[src/rtl/dcache_pkg.sv]
// dcache_pkg: FSM state encodings, cache geometry helpers and byte-address
// field extraction shared by the data-cache controller and its storage array.
package dcache_pkg;

   typedef logic [1:0] state_t;

   localparam state_t ST_IDLE   = 2'd0;
   localparam state_t ST_REFILL = 2'd1;
   localparam state_t ST_WRITE  = 2'd2;

   function automatic int f_idx_w(input int lines);
      return $clog2(lines);
   endfunction

   function automatic int f_off_w(input int line_words);
      return $clog2(line_words);
   endfunction

   function automatic int f_tag_w(input int addr_w, input int lines, input int line_words);
      return addr_w - $clog2(lines) - $clog2(line_words) - 2;
   endfunction

   // Generic right-justified field pick; callers cast the result to the field width.
   function automatic logic [63:0] f_field(input logic [63:0] addr, input int lsb, input int width);
      logic [63:0] w_mask;
      w_mask = (width >= 64) ? '1 : ((64'd1 << width) - 64'd1);
      return (addr >> lsb) & w_mask;
   endfunction

   function automatic logic [63:0] f_addr_tag(input logic [63:0] addr, input int idx_w,
                                              input int off_w, input int tag_w);
      return f_field(addr, idx_w + off_w + 2, tag_w);
   endfunction

   function automatic logic [63:0] f_addr_idx(input logic [63:0] addr, input int idx_w,
                                              input int off_w);
      return f_field(addr, off_w + 2, idx_w);
   endfunction

   function automatic logic [63:0] f_addr_off(input logic [63:0] addr, input int off_w);
      return f_field(addr, 2, off_w);
   endfunction

endpackage

[src/rtl/dcache_array.sv]
// dcache_array: direct-mapped valid/tag/data storage with a combinational read
// port, one word-write port and one tag/valid-write port; valid bits clear on rst.
module dcache_array
   import dcache_pkg::*;
#(
   parameter int LINES      = 16,
   parameter int LINE_WORDS = 4,
   parameter int IDX_W      = 4,
   parameter int OFF_W      = 2,
   parameter int TAG_W      = 26
)
(
   input  logic              clk,
   input  logic              rst,
   input  logic [IDX_W-1:0]  i_rd_idx,
   input  logic [OFF_W-1:0]  i_rd_off,
   output logic              o_rd_valid,
   output logic [TAG_W-1:0]  o_rd_tag,
   output logic [31:0]       o_rd_data,
   input  logic              i_wd_we,
   input  logic [IDX_W-1:0]  i_wd_idx,
   input  logic [OFF_W-1:0]  i_wd_off,
   input  logic [31:0]       i_wd_data,
   input  logic              i_tv_we,
   input  logic [IDX_W-1:0]  i_tv_idx,
   input  logic [TAG_W-1:0]  i_tv_tag
);

   logic [LINES-1:0] r_valid;
   logic [TAG_W-1:0] r_tag  [LINES];
   logic [31:0]      r_data [LINES*LINE_WORDS];

   assign o_rd_valid = r_valid[i_rd_idx];
   assign o_rd_tag   = r_tag[i_rd_idx];
   assign o_rd_data  = r_data[{i_rd_idx, i_rd_off}];

   always_ff @(posedge clk) begin
      if (rst) begin
         r_valid <= '0;
      end else if (i_tv_we) begin
         r_valid[i_tv_idx] <= 1'b1;
      end
   end

   // Tag and data contents are deliberately left uninitialised; valid gates them.
   always_ff @(posedge clk) begin
      if (!rst && i_tv_we) begin
         r_tag[i_tv_idx] <= i_tv_tag;
      end
      if (!rst && i_wd_we) begin
         r_data[{i_wd_idx, i_wd_off}] <= i_wd_data;
      end
   end

endmodule

[src/rtl/dcache_ctrl.sv]
// dcache_ctrl: direct-mapped write-through, no-write-allocate data cache controller.
// Optional hit/miss statistics counters are enabled by defining DCACHE_STATS_EN.
//
// state     | meaning
// ST_IDLE   | serve read hits combinationally, accept stores and read misses
// ST_REFILL | fetch LINE_WORDS words of the missing line from memory
// ST_WRITE  | write-through of one store word to memory
module dcache_ctrl
   import dcache_pkg::*;
#(
   parameter int LINES      = 16,
   parameter int LINE_WORDS = 4,
   parameter int ADDR_W     = 32
)
(
   input  logic              clk,
   input  logic              rst,
   input  logic              cpu_rd,
   input  logic              cpu_wr,
   input  logic [ADDR_W-1:0] cpu_addr,
   input  logic [31:0]       cpu_wdata,
   output logic [31:0]       cpu_rdata,
   output logic              cache_busy,
   output logic              mem_req,
   output logic              mem_we,
   output logic [ADDR_W-1:0] mem_addr,
   output logic [31:0]       mem_wdata,
   input  logic              mem_ack,
   input  logic [31:0]       mem_rdata
`ifdef DCACHE_STATS_EN
   ,
   output logic [31:0]       hit_cnt,
   output logic [31:0]       miss_cnt
`endif
);

   localparam int IDX_W = f_idx_w(LINES);
   localparam int OFF_W = f_off_w(LINE_WORDS);
   localparam int TAG_W = f_tag_w(ADDR_W, LINES, LINE_WORDS);
   localparam logic [OFF_W-1:0] CNT_LAST = OFF_W'(LINE_WORDS - 1);

   state_t            r_state;
   logic [TAG_W-1:0]  r_tag;
   logic [IDX_W-1:0]  r_idx;
   logic [OFF_W-1:0]  r_cnt;
   logic              r_wr_done;
   logic              r_mem_req;
   logic              r_mem_we;
   logic [ADDR_W-1:0] r_mem_addr;
   logic [31:0]       r_mem_wdata;

   logic [TAG_W-1:0]  w_tag;
   logic [IDX_W-1:0]  w_idx;
   logic [OFF_W-1:0]  w_off;
   logic [OFF_W-1:0]  w_cnt_nxt;
   logic              w_valid;
   logic [TAG_W-1:0]  w_rd_tag;
   logic [31:0]       w_rd_data;
   logic              w_hit;
   logic              w_idle;
   logic              w_wr_act;
   logic              w_refill_ack;
   logic              w_wd_we;
   logic [IDX_W-1:0]  w_wd_idx;
   logic [OFF_W-1:0]  w_wd_off;
   logic [31:0]       w_wd_data;
   logic              w_tv_we;

   assign w_tag = TAG_W'(f_addr_tag(64'(cpu_addr), IDX_W, OFF_W, TAG_W));
   assign w_idx = IDX_W'(f_addr_idx(64'(cpu_addr), IDX_W, OFF_W));
   assign w_off = OFF_W'(f_addr_off(64'(cpu_addr), OFF_W));
   assign w_cnt_nxt = r_cnt + 1'b1;

   assign w_hit  = w_valid && (w_rd_tag == w_tag);
   assign w_idle = (r_state == ST_IDLE);
   // A store already written through is not re-issued while the pipeline still holds cpu_wr.
   assign w_wr_act = cpu_wr && !r_wr_done;

   assign cache_busy = !w_idle || w_wr_act || (cpu_rd && !w_hit);
   assign cpu_rdata  = (!rst && w_idle && cpu_rd && w_hit) ? w_rd_data : 32'h0;

   assign mem_req   = r_mem_req;
   assign mem_we    = r_mem_we;
   assign mem_addr  = r_mem_addr;
   assign mem_wdata = r_mem_wdata;

   assign w_refill_ack = (r_state == ST_REFILL) && mem_ack;
   assign w_wd_we   = w_refill_ack || (w_idle && w_wr_act && w_hit);
   assign w_wd_idx  = w_refill_ack ? r_idx : w_idx;
   assign w_wd_off  = w_refill_ack ? r_cnt : w_off;
   assign w_wd_data = w_refill_ack ? mem_rdata : cpu_wdata;
   assign w_tv_we   = w_refill_ack && (r_cnt == CNT_LAST);

   dcache_array #(
      .LINES      (LINES),
      .LINE_WORDS (LINE_WORDS),
      .IDX_W      (IDX_W),
      .OFF_W      (OFF_W),
      .TAG_W      (TAG_W)
   ) u_array (
      .clk        (clk),
      .rst        (rst),
      .i_rd_idx   (w_idx),
      .i_rd_off   (w_off),
      .o_rd_valid (w_valid),
      .o_rd_tag   (w_rd_tag),
      .o_rd_data  (w_rd_data),
      .i_wd_we    (w_wd_we),
      .i_wd_idx   (w_wd_idx),
      .i_wd_off   (w_wd_off),
      .i_wd_data  (w_wd_data),
      .i_tv_we    (w_tv_we),
      .i_tv_idx   (r_idx),
      .i_tv_tag   (r_tag)
   );

   always_ff @(posedge clk) begin
      if (rst) begin
         r_state     <= ST_IDLE;
         r_cnt       <= '0;
         r_wr_done   <= 1'b0;
         r_mem_req   <= 1'b0;
         r_mem_we    <= 1'b0;
         r_mem_addr  <= '0;
         r_mem_wdata <= '0;
      end else begin
         if (!cpu_wr) begin
            r_wr_done <= 1'b0;
         end
         case (r_state)
            ST_IDLE: begin
               if (w_wr_act) begin
                  r_state     <= ST_WRITE;
                  r_mem_req   <= 1'b1;
                  r_mem_we    <= 1'b1;
                  r_mem_addr  <= {cpu_addr[ADDR_W-1:2], 2'b00};
                  r_mem_wdata <= cpu_wdata;
               end else if (cpu_rd && !w_hit) begin
                  r_state    <= ST_REFILL;
                  r_cnt      <= '0;
                  r_mem_req  <= 1'b1;
                  r_mem_we   <= 1'b0;
                  r_mem_addr <= {w_tag, w_idx, {OFF_W{1'b0}}, 2'b00};
               end
            end
            ST_REFILL: begin
               if (mem_ack) begin
                  r_cnt <= w_cnt_nxt;
                  if (r_cnt == CNT_LAST) begin
                     r_state   <= ST_IDLE;
                     r_mem_req <= 1'b0;
                  end else begin
                     r_mem_addr <= {r_tag, r_idx, w_cnt_nxt, 2'b00};
                  end
               end
            end
            ST_WRITE: begin
               if (mem_ack) begin
                  r_state   <= ST_IDLE;
                  r_mem_req <= 1'b0;
                  r_mem_we  <= 1'b0;
                  r_wr_done <= cpu_wr;
               end
            end
            default: begin
               r_state   <= ST_IDLE;
               r_mem_req <= 1'b0;
               r_mem_we  <= 1'b0;
            end
         endcase
      end
   end

   always_ff @(posedge clk) begin
      if (!rst && w_idle && !w_wr_act && cpu_rd && !w_hit) begin
         r_tag <= w_tag;
         r_idx <= w_idx;
      end
   end

`ifdef DCACHE_STATS_EN
   logic [31:0] r_hit_cnt;
   logic [31:0] r_miss_cnt;

   always_ff @(posedge clk) begin
      if (rst) begin
         r_hit_cnt  <= '0;
         r_miss_cnt <= '0;
      end else begin
         if (cpu_rd && w_hit && !cache_busy && (r_hit_cnt != 32'hFFFF_FFFF)) begin
            r_hit_cnt <= r_hit_cnt + 32'd1;
         end
         if (w_idle && !w_wr_act && cpu_rd && !w_hit && (r_miss_cnt != 32'hFFFF_FFFF)) begin
            r_miss_cnt <= r_miss_cnt + 32'd1;
         end
      end
   end

   assign hit_cnt  = r_hit_cnt;
   assign miss_cnt = r_miss_cnt;
`endif

endmodule

[config.mk]
export PLATFORM = sky130hd
export DESIGN_NAME = dcache_ctrl
export DESIGN_NICKNAME = d
export VERILOG_FILES = /design/src/rtl/dcache_pkg.sv /design/src/rtl/dcache_array.sv /design/src/rtl/dcache_ctrl.sv
export SDC_FILE = /design/constraint.sdc
export NUM_CORES = 2
export LEC_CHECK = 0
export ABC_CLOCK_PERIOD_IN_PS = 15900
export CAP_MARGIN = 20
export CORE_MARGIN = 2
export CORE_UTILIZATION = 55
export CTS_CLUSTER_SIZE = 8
export DETAILED_ROUTE_END_ITERATION = 12
export GPL_TIMING_DRIVEN = 0
export PLACE_DENSITY = 0.72
export SLEW_MARGIN = 15
export SYNTH_ARGS = -nofsm -noshare
export SYNTH_HDL_FRONTEND = slang
export SYNTH_SLANG_ARGS = --single-unit
export TNS_END_PERCENT = 5
[constraint.sdc]
create_clock -name clk -period 15.9 [get_ports clk]
set_input_delay 3.18 -clock clk [delete_from_list [all_inputs] [get_ports clk]]
set_output_delay 3.18 -clock clk [all_outputs]
set_load 0.01 [all_outputs]
### Sequential cells grouped by signal name

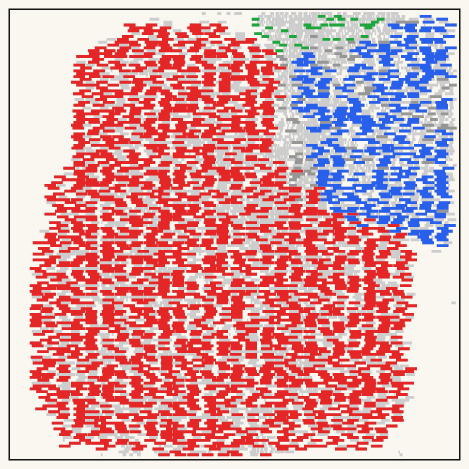
u_array.r_tag -> blue  # flops 384
u_array.r_data -> red  # flops 2048, where widely spread
mem_wdata -> green  # flops 32
not colored = 81
Post-Route Utilization: 65.8%
Reg area: 0.0756 mm²
fraction of area in registers: 64.6%

### Clock wires, drivers and flops

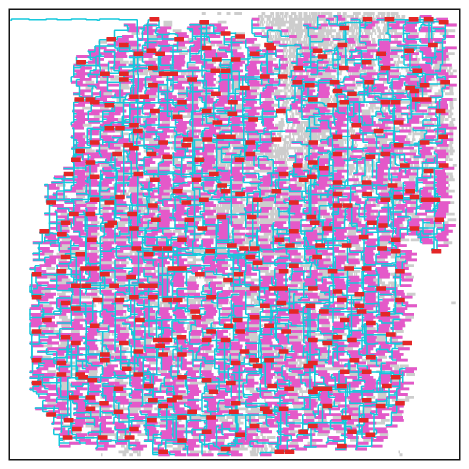
flip-flops -> magenta  # count 2545
clock wires -> cyan  # length 30.3 mm
clock-net drivers -> red  # count 368
flops lie = widely spread
routed clock nets = 369

### Cells colored by class

The bar under the picture is 100 µm long.
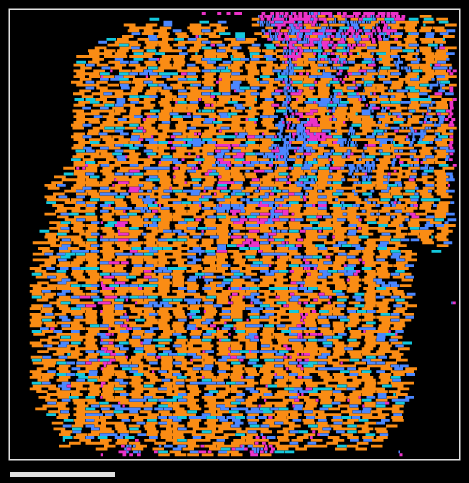
clock drivers and dummy loads -> cyan  # cells 439
remaining logic cells -> blue  # cells 1535
registers -> orange  # cells 2545
remaining buffers and delay cells -> magenta  # cells 675
final instance area: 0.117 mm²
row count: 155
core footprint: 0.178 mm²

### Routing congestion map

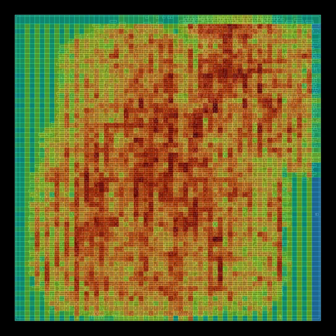
all-layer global routing usage: 31.1%
drt wl/cell: 37.2 µm
GR Util met3: 7.80%

### Supply network

Pins as bars on the die edge. Tap cells in gray.
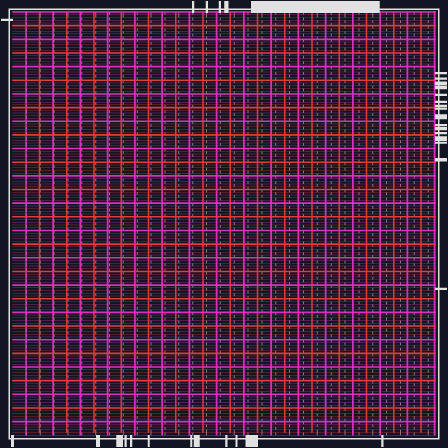
VDD -> red
VSS -> magenta
met1 rails = 156
met4 straps = 31
rows = 155
VDD IR max: 109 µV
die height: 426 µm
chip width: 426 µm

worst max-delay path, delay by kind of cell:
family / cells / cell delay (ns)
AND/OR/NAND/NOR: 4 / 2.06
buffers and inverters: 6 / 4.04
AND-OR/OR-AND: 1 / 0.30
multiplexers: 1 / 0.41
routing by layer:
metal,vias to the layer above,track usage (%)
met1,27200,40.6
met4,10,16.8
met5,-,0
met3,773,7.80
met2,3988,48.6
li1,19800,-
state kept, by name, indices dropped and copies added (netlist names):
register and flops:
u_array.r_data 2048, u_array.r_tag 384, mem_wdata 32, mem_addr 30, r_tag 24, u_array.r_valid 16, r_idx 4, r_cnt 2
r_state 2, mem_req 1, mem_we 1, r_wr_done 1
cell families (layout without fill, tap and decap cells):
family	after synthesis	after routing	share of synthesized area, %
AOI/OAI and AO/OA	172	172	1.28
xor gates and xnor gates	26	26	0.232
adders and majority gates	1	1	0.0128
buffers and inverters	254	1122	1.18
DFF	2545	2545	77.0
muxes	829	829	17.9
other	1	11	0.00382
and+or+nand+nor	497	497	2.32
worst max path at each step:
stage / to / from / depth (start not counted)
floorplan: cpu_rdata[0] / cpu_addr[2] / 8
global placement: u_array.r_data[46][8]$_DFFE_PP_ / cpu_addr[6] / 12
detailed placement: cpu_rdata[24] / cpu_addr[6] / 12
CTS: cpu_rdata[24] / cpu_addr[6] / 12
global route: cpu_rdata[24] / cpu_addr[6] / 12
finish: cpu_rdata[26] / cpu_addr[6] / 12
layout make-up:
cell class	count	area, µm²
antenna	9	22.5
buffer	246	1160
clock buffer	434	9630
clock inverter	5	43.8
fill	10800	60900
inverter	8	30.0
multi-input combinational	1527	22100
sequential	2545	75600
tap	2355	2950
timing repair buffer	429	5460
==> run summary <==
total wire length: 281 mm
Pint: 11.9 mW
reg2reg setup slack: 10.76 ns
Final ANT Viol Nets: 0
RD Place Congestion: 0.898
Clock Skews: 0.0595 ns
hold path start: mem_wdata[3]$_SDFFE_PP0P_
clock sink count: 2545
hold endpoint: mem_wdata[3]$_SDFFE_PP0P_
combinational power: 919 µW
hold depth: 2
final worst path period share: 83.2%
via/cell ratio: 6.85
largest net degree at the start of global routing: 65
Overflow after GRT: 0
FMAX: 0.0756 GHz
outcome: complete, no violations
Post-synth top cells: 2460 x edfxtp_1, 737 x mux4_2, 252 x nand2_1
HPWL reported at the end of detailed placement: 177 mm
switching share of power: 21.3%
Power and IR drop assume default switching activity.
